===== config.mk =====
export PLATFORM = sky130hd
export DESIGN_NAME = uart_tx_buffered_flat
export DESIGN_NICKNAME = d
export VERILOG_FILES = /design/src/rtl/uart_tx_buffered_pkg.sv /design/src/rtl/uart_tx_buffered_if.sv /design/src/rtl/sync_fifo.sv /design/src/rtl/uart_tx_buffered.sv /design/src/flat_wrapper.sv
export SDC_FILE = /design/constraint.sdc
export NUM_CORES = 1
export LEC_CHECK = 0
export CAP_MARGIN = 40
export CORE_UTILIZATION = 55
export DETAILED_ROUTE_END_ITERATION = 8
export GPL_ROUTABILITY_DRIVEN = 0
export PLACE_DENSITY = 0.8
export SYNTH_ARGS = -nofsm -noshare
export SYNTH_HDL_FRONTEND = slang
export SYNTH_SLANG_ARGS = --single-unit

===== constraint.sdc =====
create_clock -name clk -period 2.69 [get_ports clk]
set_input_delay 0.269 -clock clk [delete_from_list [all_inputs] [get_ports clk]]
set_output_delay 0.269 -clock clk [all_outputs]
set_load 0.1 [all_outputs]

===== src/rtl/uart_tx_buffered_pkg.sv =====
// ============================================================================
//  Package  : uart_pkg
//  Purpose  : Shared state encoding, width helpers and defaults for uart_tx_buffered.
//  Revision : 1.0 - initial release
// ============================================================================
`default_nettype none

package uart_pkg;

  typedef enum logic [2:0] {
    IDLE   = 3'd0,
    START  = 3'd1,
    DATA   = 3'd2,
    PARITY = 3'd3,
    STOP   = 3'd4
  } uart_tx_state_t;

  localparam int c_DEFAULT_BAUD_DIV = 868;

  function automatic int ptr_width(input int depth);
    return (depth > 1) ? $clog2(depth) : 1;
  endfunction

  // One extra bit so a completely full FIFO is representable.
  function automatic int count_width(input int depth);
    return $clog2(depth) + 1;
  endfunction

endpackage

`default_nettype wire


===== src/rtl/uart_tx_buffered_if.sv =====
// ============================================================================
//  Interface : uart_tx_buffered_if
//  Purpose   : LSU-side push port and status/serial outputs of the buffered UART TX.
//  Revision  : 1.0 - initial release
// ============================================================================
`default_nettype none

interface uart_tx_buffered_if
  import uart_pkg::*;
#(
  parameter int DATA_W     = 8,
  parameter int FIFO_DEPTH = 16
);

  localparam int c_CNT_W = count_width(FIFO_DEPTH);

  logic              wr_en;
  logic [DATA_W-1:0] wr_data;
  logic              full;
  logic              empty;
  logic [c_CNT_W-1:0] count;
  logic              overflow;
  logic              busy;
  logic              tx;

  modport master (
    output wr_en, wr_data,
    input  full, empty, count, overflow, busy, tx
  );

  modport slave (
    input  wr_en, wr_data,
    output full, empty, count, overflow, busy, tx
  );

endinterface

`default_nettype wire


===== src/rtl/sync_fifo.sv =====
// ============================================================================
//  Module   : sync_fifo
//  Purpose  : Flat-register synchronous FIFO with registered full/empty flags and a
//             sticky overflow flag for dropped pushes.
//  Revision : 1.0 - initial release
// ============================================================================
`default_nettype none

module sync_fifo
  import uart_pkg::*;
#(
  parameter int DATA_W     = 8,
  parameter int FIFO_DEPTH = 16,
  localparam int PTR_W     = ptr_width(FIFO_DEPTH),
  localparam int CNT_W     = count_width(FIFO_DEPTH)
) (
  input  wire logic              clk,
  input  wire logic              reset,
  input  wire logic              i_wr_en,
  input  wire logic [DATA_W-1:0] i_wr_data,
  input  wire logic              i_rd_en,
  output logic      [DATA_W-1:0] o_rd_data,
  output logic                   o_full,
  output logic                   o_empty,
  output logic      [CNT_W-1:0]  o_count,
  output logic                   o_overflow
);

  logic [DATA_W-1:0] r_mem [FIFO_DEPTH];
  logic [PTR_W-1:0]  r_wr_ptr;
  logic [PTR_W-1:0]  r_rd_ptr;
  logic [CNT_W-1:0]  r_count;
  logic              r_full;
  logic              r_empty;
  logic              r_overflow;

  logic              w_push;
  logic              w_pop;
  logic [CNT_W-1:0]  w_count_nxt;

  // A push while full is dropped even if a pop frees a slot on the same edge.
  assign w_push = i_wr_en && !r_full;
  assign w_pop  = i_rd_en && !r_empty;

  always_comb begin
    w_count_nxt = r_count;
    if (w_push && !w_pop) begin
      w_count_nxt = r_count + 1'b1;
    end else if (!w_push && w_pop) begin
      w_count_nxt = r_count - 1'b1;
    end
  end

  always_ff @(posedge clk) begin
    if (!reset) begin
      r_wr_ptr   <= '0;
      r_rd_ptr   <= '0;
      r_count    <= '0;
      r_full     <= 1'b0;
      r_empty    <= 1'b1;
      r_overflow <= 1'b0;
    end else begin
      if (w_push) begin
        r_wr_ptr <= r_wr_ptr + 1'b1;
      end
      if (w_pop) begin
        r_rd_ptr <= r_rd_ptr + 1'b1;
      end
      r_count <= w_count_nxt;
      r_full  <= (w_count_nxt == CNT_W'(FIFO_DEPTH));
      r_empty <= (w_count_nxt == '0);
      if (i_wr_en && r_full) begin
        r_overflow <= 1'b1;
      end
    end
  end

  always_ff @(posedge clk) begin
    if (w_push) begin
      r_mem[r_wr_ptr] <= i_wr_data;
    end
  end

  assign o_rd_data  = r_mem[r_rd_ptr];
  assign o_full     = r_full;
  assign o_empty    = r_empty;
  assign o_count    = r_count;
  assign o_overflow = r_overflow;

endmodule

`default_nettype wire


===== src/rtl/uart_tx_buffered.sv =====
// ============================================================================
//  Module   : uart_tx_buffered
//  Purpose  : FIFO-buffered UART transmitter (start, DATA_W bits LSB first, optional
//             even parity, STOP_BITS stop bits). Optional feature macro: UART_TX_PARITY_EN.
//  Revision : 1.0 - initial release
// ============================================================================
`default_nettype none

module uart_tx_buffered
  import uart_pkg::*;
#(
  parameter int DATA_W     = 8,
  parameter int FIFO_DEPTH = 16,
  parameter int BAUD_DIV   = c_DEFAULT_BAUD_DIV,
  parameter int STOP_BITS  = 1
) (
  input wire logic         clk,
  input wire logic         reset,
  uart_tx_buffered_if.slave bus
);

  localparam int c_BAUD_W = $clog2(BAUD_DIV);
  localparam int c_IDX_W  = 4;

  localparam logic [2:0] c_ST_IDLE   = IDLE;
  localparam logic [2:0] c_ST_START  = START;
  localparam logic [2:0] c_ST_DATA   = DATA;
  localparam logic [2:0] c_ST_STOP   = STOP;
`ifdef UART_TX_PARITY_EN
  localparam logic [2:0] c_ST_PARITY = PARITY;
`endif

  logic [2:0]          r_state;
  logic [c_BAUD_W-1:0] r_baud;
  logic [c_IDX_W-1:0]  r_idx;
  logic [DATA_W-1:0]   r_shift;
  logic                r_tx;
`ifdef UART_TX_PARITY_EN
  logic                r_parity;
`endif

  logic                w_empty;
  logic                w_fifo_rd;
  logic [DATA_W-1:0]   w_fifo_data;
  logic                w_bit_end;
  logic                w_tx_nxt;

  sync_fifo #(
    .DATA_W     (DATA_W),
    .FIFO_DEPTH (FIFO_DEPTH)
  ) u_fifo (
    .clk        (clk),
    .reset      (reset),
    .i_wr_en    (bus.wr_en),
    .i_wr_data  (bus.wr_data),
    .i_rd_en    (w_fifo_rd),
    .o_rd_data  (w_fifo_data),
    .o_full     (bus.full),
    .o_empty    (w_empty),
    .o_count    (bus.count),
    .o_overflow (bus.overflow)
  );

  assign w_fifo_rd = (r_state == c_ST_IDLE) && !w_empty;
  assign w_bit_end = (r_baud == c_BAUD_W'(BAUD_DIV - 1));

  always_ff @(posedge clk) begin
    if (!reset) begin
      r_state  <= c_ST_IDLE;
      r_baud   <= '0;
      r_idx    <= '0;
      r_shift  <= '0;
      r_tx     <= 1'b1;
`ifdef UART_TX_PARITY_EN
      r_parity <= 1'b0;
`endif
    end else begin
      r_baud <= r_baud + 1'b1;
      case (r_state)
        c_ST_IDLE: begin
          r_baud <= '0;
          r_idx  <= '0;
          if (w_fifo_rd) begin
            r_shift <= w_fifo_data;
`ifdef UART_TX_PARITY_EN
            r_parity <= ^w_fifo_data;
`endif
            r_state <= c_ST_START;
          end
        end
        c_ST_START: begin
          if (w_bit_end) begin
            r_baud  <= '0;
            r_idx   <= '0;
            r_state <= c_ST_DATA;
          end
        end
        c_ST_DATA: begin
          if (w_bit_end) begin
            r_baud  <= '0;
            r_shift <= r_shift >> 1;
            if (r_idx == c_IDX_W'(DATA_W - 1)) begin
              r_idx <= '0;
`ifdef UART_TX_PARITY_EN
              r_state <= c_ST_PARITY;
`else
              r_state <= c_ST_STOP;
`endif
            end else begin
              r_idx <= r_idx + 1'b1;
            end
          end
        end
`ifdef UART_TX_PARITY_EN
        c_ST_PARITY: begin
          if (w_bit_end) begin
            r_baud  <= '0;
            r_state <= c_ST_STOP;
          end
        end
`endif
        c_ST_STOP: begin
          if (w_bit_end) begin
            r_baud <= '0;
            if (r_idx == c_IDX_W'(STOP_BITS - 1)) begin
              r_idx   <= '0;
              r_state <= c_ST_IDLE;
            end else begin
              r_idx <= r_idx + 1'b1;
            end
          end
        end
        default: begin
          r_baud  <= '0;
          r_state <= c_ST_IDLE;
        end
      endcase
      // Line is registered, so it trails the state by one clock.
      r_tx <= w_tx_nxt;
    end
  end

  always_comb begin
    w_tx_nxt = 1'b1;
    case (r_state)
      c_ST_START:  w_tx_nxt = 1'b0;
      c_ST_DATA:   w_tx_nxt = r_shift[0];
`ifdef UART_TX_PARITY_EN
      c_ST_PARITY: w_tx_nxt = r_parity;
`endif
      default:     w_tx_nxt = 1'b1;
    endcase
  end

  assign bus.empty = w_empty;
  assign bus.busy  = (r_state != c_ST_IDLE);
  assign bus.tx    = r_tx;

endmodule

`default_nettype wire


===== src/flat_wrapper.sv =====
// flat-port wrapper written by rule: the top's interface ports become plain ports
module uart_tx_buffered_flat import uart_pkg::*;
#(
  parameter int DATA_W     = 8,
  parameter int FIFO_DEPTH = 16,
  parameter int BAUD_DIV   = c_DEFAULT_BAUD_DIV,
  parameter int STOP_BITS  = 1
)
  (clk, reset, bus_wr_en, bus_wr_data, bus_full, bus_empty, bus_count, bus_overflow, bus_busy, bus_tx);
  uart_tx_buffered_if #(.DATA_W(DATA_W), .FIFO_DEPTH(FIFO_DEPTH)) bus_i ();
  input wire logic clk;
  input wire logic reset;
  input wire logic [$bits(bus_i.wr_en)-1:0] bus_wr_en;
  input wire logic [$bits(bus_i.wr_data)-1:0] bus_wr_data;
  output wire logic [$bits(bus_i.full)-1:0] bus_full;
  output wire logic [$bits(bus_i.empty)-1:0] bus_empty;
  output wire logic [$bits(bus_i.count)-1:0] bus_count;
  output wire logic [$bits(bus_i.overflow)-1:0] bus_overflow;
  output wire logic [$bits(bus_i.busy)-1:0] bus_busy;
  output wire logic [$bits(bus_i.tx)-1:0] bus_tx;
  assign bus_i.wr_en = bus_wr_en;
  assign bus_i.wr_data = bus_wr_data;
  assign bus_full = bus_i.full;
  assign bus_empty = bus_i.empty;
  assign bus_count = bus_i.count;
  assign bus_overflow = bus_i.overflow;
  assign bus_busy = bus_i.busy;
  assign bus_tx = bus_i.tx;
  uart_tx_buffered #(.DATA_W(DATA_W), .FIFO_DEPTH(FIFO_DEPTH), .BAUD_DIV(BAUD_DIV), .STOP_BITS(STOP_BITS)) u_core (.clk(clk), .reset(reset), .bus(bus_i));
endmodule

==> impl_metrics.tcl <==
# place-and-route summary
set metrics [dict create \
    outcome "complete, no violations" \
    ys_seq_frac 0.662 \
    placed_area_um2 7670 \
    fin_crit_sh 0.824 \
    dp_hpwl_um 9020 \
    ys_sh_aoi 0.0492 \
    logic_area_um2 2240 \
    clk_pin_slew_ns 0.07 \
    nFillCells 882 \
    fin_cells 693 \
    slew_viol_final 0 \
    post_cts_resized 0 \
    drt_wl_total_um 13900 \
    numSynthFlops 174 \
    fin_skew_ns 0.0131 \
    fin_nets 529 \
    r2r-end "u_core.r_shift[1]$_SDFFE_PN0P_" \
    critPathCaptureType "flop" \
    slew_headroom 0.470 \
    hold-worst-slack_ns 0.465 \
    grt_first_pass_wirelength_um 21600 \
    fp-utilization 0.568 \
    yosysUniqueCellTypes 61 \
]
## critical path: stages, from the launching register on
cell,delay [ns]
dfxtp_1,0.74
buf_4,0.35
mux4_2,0.33
mux2i_1,0.26
o21ai_0,0.14
a221o_1,0.28
## state kept, by name, indices dropped and copies added, names as in the netlist, named ones only
signal                    flops
u_core.bus.tx                 1
u_core.r_baud                10
u_core.r_idx                  4
u_core.r_shift                8
u_core.r_state                3
u_core.u_fifo.o_count         5
u_core.u_fifo.o_empty         1
u_core.u_fifo.o_full          1
u_core.u_fifo.o_overflow      1
u_core.u_fifo.r_mem         128
u_core.u_fifo.r_rd_ptr        4
u_core.u_fifo.r_wr_ptr        4
## power breakdown
part	leakage, nW	internal (mW)	total [mW]	switching [mW]
Clock	0.289	1.32	2.43	1.11
Combinational	0.965	0.688	1.64	0.954
Sequential	1.53	3.03	3.18	0.153
## per-layer routing
layer	wire length [um]	part of all wire
met4	251	0.018
met2	6870	0.49
met1	5850	0.42
met5	0	0
met3	934	0.067
## cell usage in the layout (no fill, tap or decap), drive strengths merged, types with 2 or more instances in the layout
cell type and instances:
and4 3, inv 17, a221o 3, nand2 25
and2 5, nor4 2, clkbuf 17, nor2b 5
nor2 45, nor3 9, mux4 33, o211ai 4
clkinv 4, nand3 9, buf 43, clkdlybuf4s50 10
o21ai 11, xor2 8, dfxtp 46, or3 6
mux2i 17, a21oi 13, o41ai 2, nand2b 4
xnor2 9, ha 10, nand4 3, nor3b 4
edfxtp 128, and3 3
## final cells by class
class | instances | area share
flip-flops and latches | 174 | 0.577
multi-input cells | 254 | 0.271
clock buffers | 17 | 0.0515
repair buffers | 53 | 0.0512
well taps | 172 | 0.0260
clock inverters | 15 | 0.0204
inverters | 8 | 0.00363
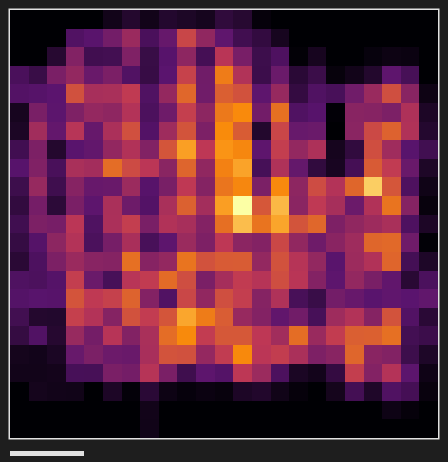
**Above:** wire density map.
Scale bar: 20 um. The die is cut into 23 by 23 equal tiles; black is low, pale yellow is high, scaled to the fullest tile. Values are wire area over tile area, all layers added.
nearly empty tiles: 16%
mean over tiles: 0.17
fullest tile: 0.56
emptiest ninth of the die: top right

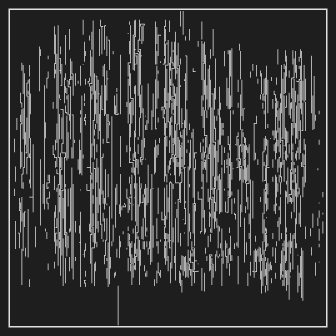
**Above:** metal 2.
wire length on this layer: 6870 um
longest straight run: 48.6 um

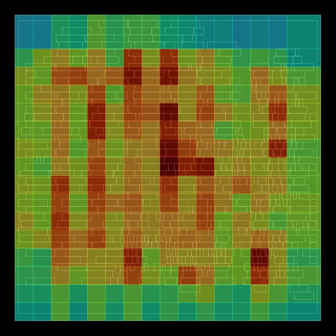
**Above:** routing congestion.
Layout Utilization: 0.652
Top Usage Layer GRT: met2
M2 GR Usage: 0.361
routed wire length per instance: 20.1 um
all-layer global routing usage: 0.227

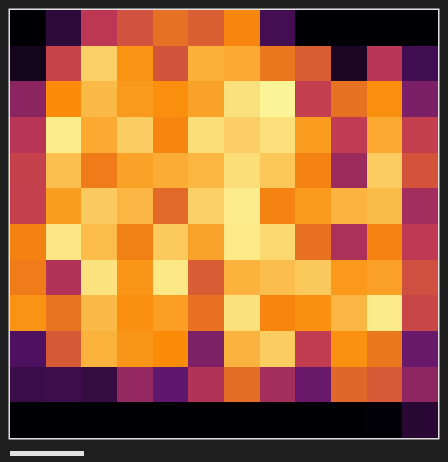
**Above:** cell density map.
Scale bar: 20 um. The die is cut into 12 by 12 equal tiles; black is low, pale yellow is high, 0 to 100% covered.
densest ninth of the die: middle
tiles over 75% full: 43%
mean over tiles: 60%

Power figures rest on the tool's default switching activity, not on a simulated workload.
